[src/rtl/mem_arbiter.sv]
// mem_arbiter: shares one RAM port between instruction fetch and the MEM stage
// (MEM has priority), aborts stuck accesses after TIMEOUT cycles, drives the stall vector.
module mem_arbiter #(
   parameter int unsigned TIMEOUT = 16
) (
   input  logic        clk,
   input  logic        rst,
   input  logic        if_req,
   input  logic [31:0] if_addr,
   output logic [31:0] if_rdata,
   output logic        if_ready,
   input  logic        mem_req,
   input  logic        mem_we,
   input  logic [31:0] mem_addr,
   input  logic [31:0] mem_wdata,
   input  logic [3:0]  mem_sel,
   output logic [31:0] mem_rdata,
   output logic        mem_ready,
   output logic        bus_err,
   output logic        ram_ce,
   output logic        ram_we,
   output logic [31:0] ram_addr,
   output logic [31:0] ram_wdata,
   output logic [3:0]  ram_sel,
   input  logic [31:0] ram_rdata,
   input  logic        ram_ack,
   input  logic        stallreq_id,
   input  logic        stallreq_ex,
   output logic [5:0]  stall
);

   localparam int unsigned CNT_W = $clog2(TIMEOUT);
   localparam logic [CNT_W-1:0] CNT_LAST = CNT_W'(TIMEOUT - 1);

   localparam logic [1:0] S_IDLE     = 2'd0;
   localparam logic [1:0] S_BUSY_IF  = 2'd1;
   localparam logic [1:0] S_BUSY_MEM = 2'd2;
   localparam logic [1:0] S_DONE     = 2'd3;

   logic [1:0]       state_q, state_d;
   logic [CNT_W-1:0] cnt_q, cnt_d;
   logic             ram_ce_q, ram_ce_d;
   logic             ram_we_q, ram_we_d;
   logic [31:0]      ram_addr_q, ram_addr_d;
   logic [31:0]      ram_wdata_q, ram_wdata_d;
   logic [3:0]       ram_sel_q, ram_sel_d;
   logic [31:0]      if_rdata_q, if_rdata_d;
   logic [31:0]      mem_rdata_q, mem_rdata_d;
   logic             if_ready_q, if_ready_d;
   logic             mem_ready_q, mem_ready_d;
   logic             bus_err_q, bus_err_d;

   // Grant, wait/timeout and completion sequencing
   always_comb begin
      state_d     = state_q;
      cnt_d       = cnt_q;
      ram_ce_d    = ram_ce_q;
      ram_we_d    = ram_we_q;
      ram_addr_d  = ram_addr_q;
      ram_wdata_d = ram_wdata_q;
      ram_sel_d   = ram_sel_q;
      if_rdata_d  = if_rdata_q;
      mem_rdata_d = mem_rdata_q;
      if_ready_d  = 1'b0;
      mem_ready_d = 1'b0;
      bus_err_d   = 1'b0;

      case (state_q)
         S_IDLE: begin
            if (mem_req) begin
               ram_ce_d    = 1'b1;
               ram_we_d    = mem_we;
               ram_addr_d  = mem_addr;
               ram_wdata_d = mem_wdata;
               ram_sel_d   = mem_sel;
               cnt_d       = '0;
               state_d     = S_BUSY_MEM;
            end else if (if_req) begin
               ram_ce_d    = 1'b1;
               ram_we_d    = 1'b0;
               ram_addr_d  = if_addr;
               ram_wdata_d = 32'd0;
               ram_sel_d   = 4'hF;
               cnt_d       = '0;
               state_d     = S_BUSY_IF;
            end
         end
         S_BUSY_IF, S_BUSY_MEM: begin
            // An ack on the last allowed cycle still completes normally
            if (ram_ack || cnt_q == CNT_LAST) begin
               ram_ce_d  = 1'b0;
               ram_we_d  = 1'b0;
               bus_err_d = ~ram_ack;
               state_d   = S_DONE;
               if (state_q == S_BUSY_IF) begin
                  if_rdata_d = ram_ack ? ram_rdata : 32'd0;
                  if_ready_d = 1'b1;
               end else begin
                  mem_rdata_d = ram_ack ? ram_rdata : 32'd0;
                  mem_ready_d = 1'b1;
               end
            end else begin
               cnt_d = cnt_q + CNT_W'(1);
            end
         end
         S_DONE: begin
            state_d = S_IDLE;
         end
         default: begin
            state_d = S_IDLE;
         end
      endcase
   end

   always_ff @(posedge clk) begin
      if (rst) begin
         state_q     <= S_IDLE;
         cnt_q       <= '0;
         ram_ce_q    <= 1'b0;
         ram_we_q    <= 1'b0;
         ram_addr_q  <= 32'd0;
         ram_wdata_q <= 32'd0;
         ram_sel_q   <= 4'd0;
         if_rdata_q  <= 32'd0;
         mem_rdata_q <= 32'd0;
         if_ready_q  <= 1'b0;
         mem_ready_q <= 1'b0;
         bus_err_q   <= 1'b0;
      end else begin
         state_q     <= state_d;
         cnt_q       <= cnt_d;
         ram_ce_q    <= ram_ce_d;
         ram_we_q    <= ram_we_d;
         ram_addr_q  <= ram_addr_d;
         ram_wdata_q <= ram_wdata_d;
         ram_sel_q   <= ram_sel_d;
         if_rdata_q  <= if_rdata_d;
         mem_rdata_q <= mem_rdata_d;
         if_ready_q  <= if_ready_d;
         mem_ready_q <= mem_ready_d;
         bus_err_q   <= bus_err_d;
      end
   end

   // Stall vector: deepest requesting stage wins
   always_comb begin
      stall = 6'b000000;
      if (!rst) begin
         if (mem_req && !mem_ready_q)     stall = 6'b011111;
         else if (stallreq_ex)            stall = 6'b001111;
         else if (stallreq_id)            stall = 6'b000111;
         else if (if_req && !if_ready_q)  stall = 6'b000011;
      end
   end

   assign ram_ce    = ram_ce_q;
   assign ram_we    = ram_we_q;
   assign ram_addr  = ram_addr_q;
   assign ram_wdata = ram_wdata_q;
   assign ram_sel   = ram_sel_q;
   assign if_rdata  = if_rdata_q;
   assign if_ready  = if_ready_q;
   assign mem_rdata = mem_rdata_q;
   assign mem_ready = mem_ready_q;
   assign bus_err   = bus_err_q;

endmodule

[config.mk]
export PLATFORM = sky130hd
export DESIGN_NAME = mem_arbiter
export DESIGN_NICKNAME = d
export VERILOG_FILES = /design/src/rtl/mem_arbiter.sv
export SDC_FILE = /design/constraint.sdc
export NUM_CORES = 1
export LEC_CHECK = 0
export CORE_ASPECT_RATIO = 2
export CORE_UTILIZATION = 40
export DETAILED_ROUTE_END_ITERATION = 8
export GPL_TIMING_DRIVEN = 0
export HOLD_SLACK_MARGIN = 0.05
export PLACE_DENSITY_LB_ADDON = 0.15
export SLEW_MARGIN = 10
export SYNTH_ARGS = -nofsm -noshare
export SYNTH_HDL_FRONTEND = slang
export SYNTH_SLANG_ARGS = --single-unit
[constraint.sdc]
create_clock -name clk -period 2.5 [get_ports clk]
set_input_delay 0.5 -clock clk [delete_from_list [all_inputs] [get_ports clk]]
set_output_delay 0.5 -clock clk [all_outputs]
set_load 0.1 [all_outputs]
==> run notes <==
Main metrics from the flow reports.

Detailed placement ended at an HPWL of 14.92 mm. The proportion of register bits with asynchronous set or reset after synthesis is 0. The buffer depth of the longest clock path came out at 2. The iteration-0 DRC count of the detailed router is around 220. The number of nets in the synthesized netlist is 781. The internal power summed over all cells came out at about 5.8 mW. The number of antenna violations at the first check in global routing is 0.

The critical path data required time is roughly 2000 ps. The setup fix buffers added after clock tree synthesis is 0. Ranked by instance count, the synthesized netlist is headed by 143 x sky130_fd_sc_hd__dfxtp_1, 81 x sky130_fd_sc_hd__nor2_1, 70 x sky130_fd_sc_hd__nand2_1. The dominant non-sequential cell family after synthesis is simple AND/OR/NAND/NOR gates. The end of the worst hold path is if_rdata[7]$_SDFFE_PP0P_. The script reports the combined buffer and inverter count of the critical path as 1. The power consumed by sequential cells came out at between 3 and 4 mW. The die is between 80 and 90 um wide. In the layout the commonest cells are 273 x sky130_fd_sc_hd__clkdlybuf4s50_1, 143 x sky130_fd_sc_hd__dfxtp_1, 81 x sky130_fd_sc_hd__nor2_1. The number of nets with antenna violations after routing is 0.

The post-synthesis compound-gate area fraction came out at 0.1711. In the final layout, flip-flops and latches occupy between 2000 and 3000 um^2. The launching element of the worst setup path is if_ready$_SDFF_PP0_. The final cycle utilization of the critical path is 0.9797. Signal nets in the final route climb as high as met4. Per the detail_route report, vias per standard cell equal 5.133. The via count of the first global-routing pass came out at about 6300. The worst path setup slack after routing is approximately 50 ps. The unique cell type count in the Yosys netlist came out at 39. The clock sink total is about 140. The first detailed-routing pass ran for 5 iterations. The synthesized netlist cell count is ~640. The layout summary lists the proportion of cells stronger than drive strength 1 as 0.08114. The last weighted congestion value of the routability-driven placer came out at approximately 0.85. The layout filler cell count came out at approximately 1200. During placement, the flow inserted port buffers numbering between 200 and 300. The mapped netlist covers roughly 5600 um^2. The power share of the clock group came out at 0.205. The run finished with clean final reports. The instance count on the critical path is 1. The reported max-cap violation count came out at 0.

In this run the register-to-register setup slack is 580 ps. Of the total power, the share spent switching nets is 0.5182. The clock period minus worst slack is approximately 2400 ps. The chip area in the Yosys report is 5637 um^2. The net count of the finished layout is ~1100. After synthesis, the mean cell area works out to a little under 9 um^2.

The tightest slew margin relative to the limit is 0.2976. The signal on the critical path passes through clkdlybuf4s50_1. The floorplan step defined a core boundary enclosing around 14000 um^2. The highest fanout seen on the critical path came out at 2. The maximum resistive drop on vdd is approximately 0.91 mV. The largest incremental delay on the critical path came out at ~1200 ps.

The flip-flop and latch count after synthesis is around 140. Per the OpenROAD floorplan log, the area of the die is roughly 15000 um^2. The worst-margin pin slew is 1050 ps. The worst setup path is captured at an output port. Per the hold report, the tightest min-delay path originates at if_rdata[7]$_SDFFE_PP0P_. The pre-CTS worst setup slack is -1086 ps. The hold violation total from the final report came out at 0. The buffer type at the clock tree root is sky130_fd_sc_hd__clkbuf_16. The fraction of the mapped netlist area in simple logic gates is 0.1858.

Among logic cells in the layout, the one with the most instances is sky130_fd_sc_hd__clkdlybuf4s50_1. In this run the worst setup path terminates at if_ready. The power report attributes to the sequential group a share of 0.249. The multiplexer fraction of the synthesized cell area came out at 0.06393. The startpoint type of the worst setup path is a register. Broken down by cell family, the worst path's largest delay share belongs to buffers and inverters. For this configuration, the core starts out at a cell density of 0.4080. The remaining global-route overflow came out at 0. The share of synthesized area in the top cell type comes to 0.5079.
-- area by class of cell --
type                            count  area share
Multi-Input combinational cell    422      0.2623
Tap cell                          189     0.02553
Clock buffer                       18     0.04741
Timing Repair Buffer              280      0.3018
Inverter                            8    0.003242
Sequential cell                   143      0.3091
Buffer                             64     0.03485
Clock inverter                     14     0.01580
-- stage by stage --
stage	utilization	total power, mW	setup TNS, ps	cells	area, um^2
after global routing	0.6705	12.61	0	1138	9263
after CTS	0.6702	12.18	0	1138	9259
final	0.6705	12.11	0	1138	9263
after detailed placement	0.6283	9.676	-5029	1106	8680
after global placement	0.6283	9.557	-4970	1106	8680
after floorplan	-	7.986	-588.3	637	5640
-- what timing repair did --
item,CTS,global route
pin swaps,0,0
resized,33,3
hold buffers,0,0
endpoints found under the setup margin,5,5
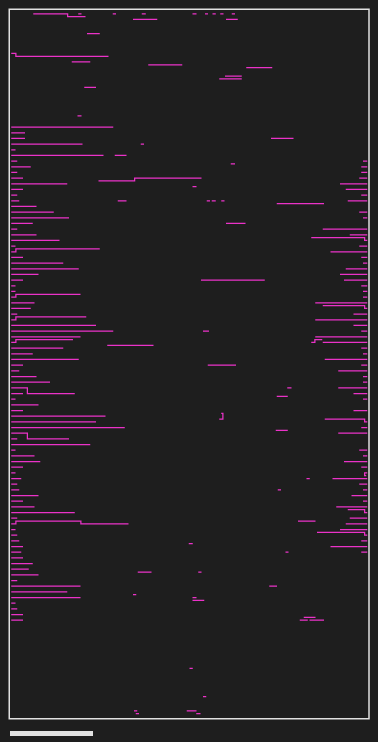
Fig. 1. The metal 3 layer.
Scale bar: 20 um.
longest straight run: 26.9 um
wire length on this layer: 1150 um
total vias in the final route: 5841
total routed wirelength: 18.89 mm
met3 usage: 0.07468

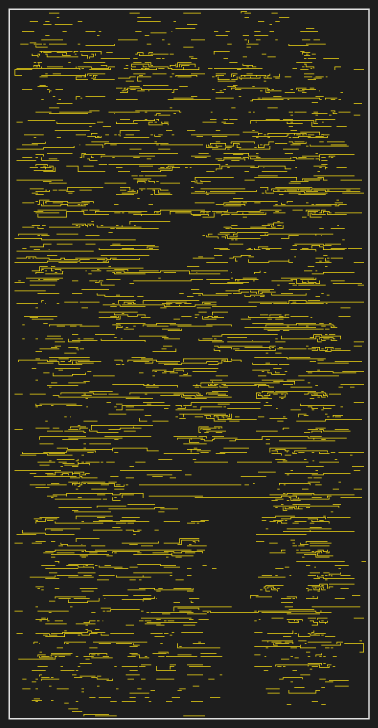
Fig. 2. Metal 1.
share of all routed wire: 34%
wire length on this layer: 6400 um
nets with wire on the layer: 955
met1 routing resource usage after global routing: 0.2327

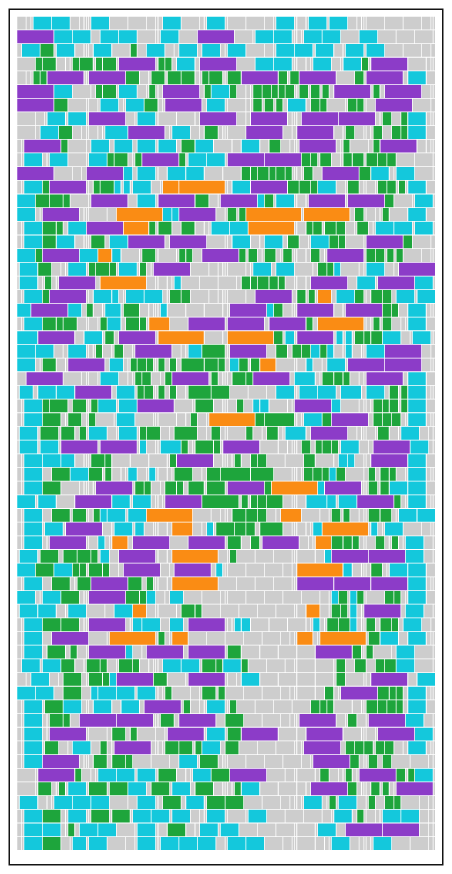
Fig. 3. Placed cells, one color a class.
Fill, decap, tap and diode cells in gray.
legend:
  orange:
    class: clock drivers and dummy loads
    cells: 32
    share_of_their_area: 6.5%
  purple:
    class: sequential cells
    cells: 143
    share_of_their_area: 32%
  cyan:
    class: remaining buffers and delay cells
    cells: 344
    share_of_their_area: 35%
  green:
    class: combinational and other logic
    cells: 430
    share_of_their_area: 27%
cell area after layout: 9263 um^2
fraction of area in registers: 0.3091
Placement Rows: 61

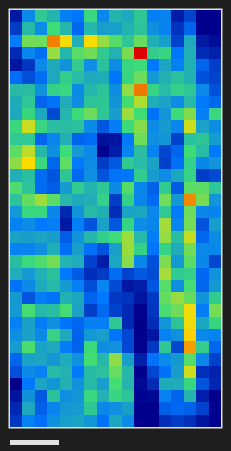
Fig. 4. Wiring heat map.
Scale bar: 20 um. 17 x 34 tiles, from dark blue (low) to red (high), scaled to the fullest tile. Values are wire area over tile area, all layers added.
nearly empty tiles: 3.6%
mean over tiles: 0.21
tiles over half the peak: 14%
fullest tile: 0.64
densest ninth of the die: top center

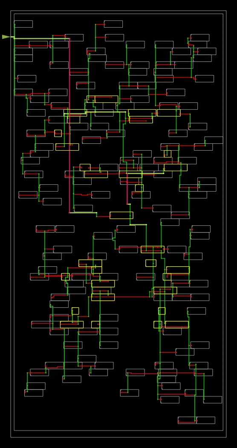
Fig. 5. The clock network.
CTS Buf Count: 17
maximum clock skew at final layout: 13.07 ps
P_clk: 2.48 mW
count of flip-flops and latches: 143
clk latency late pin: 410 ps

Power and IR drop assume default switching activity.
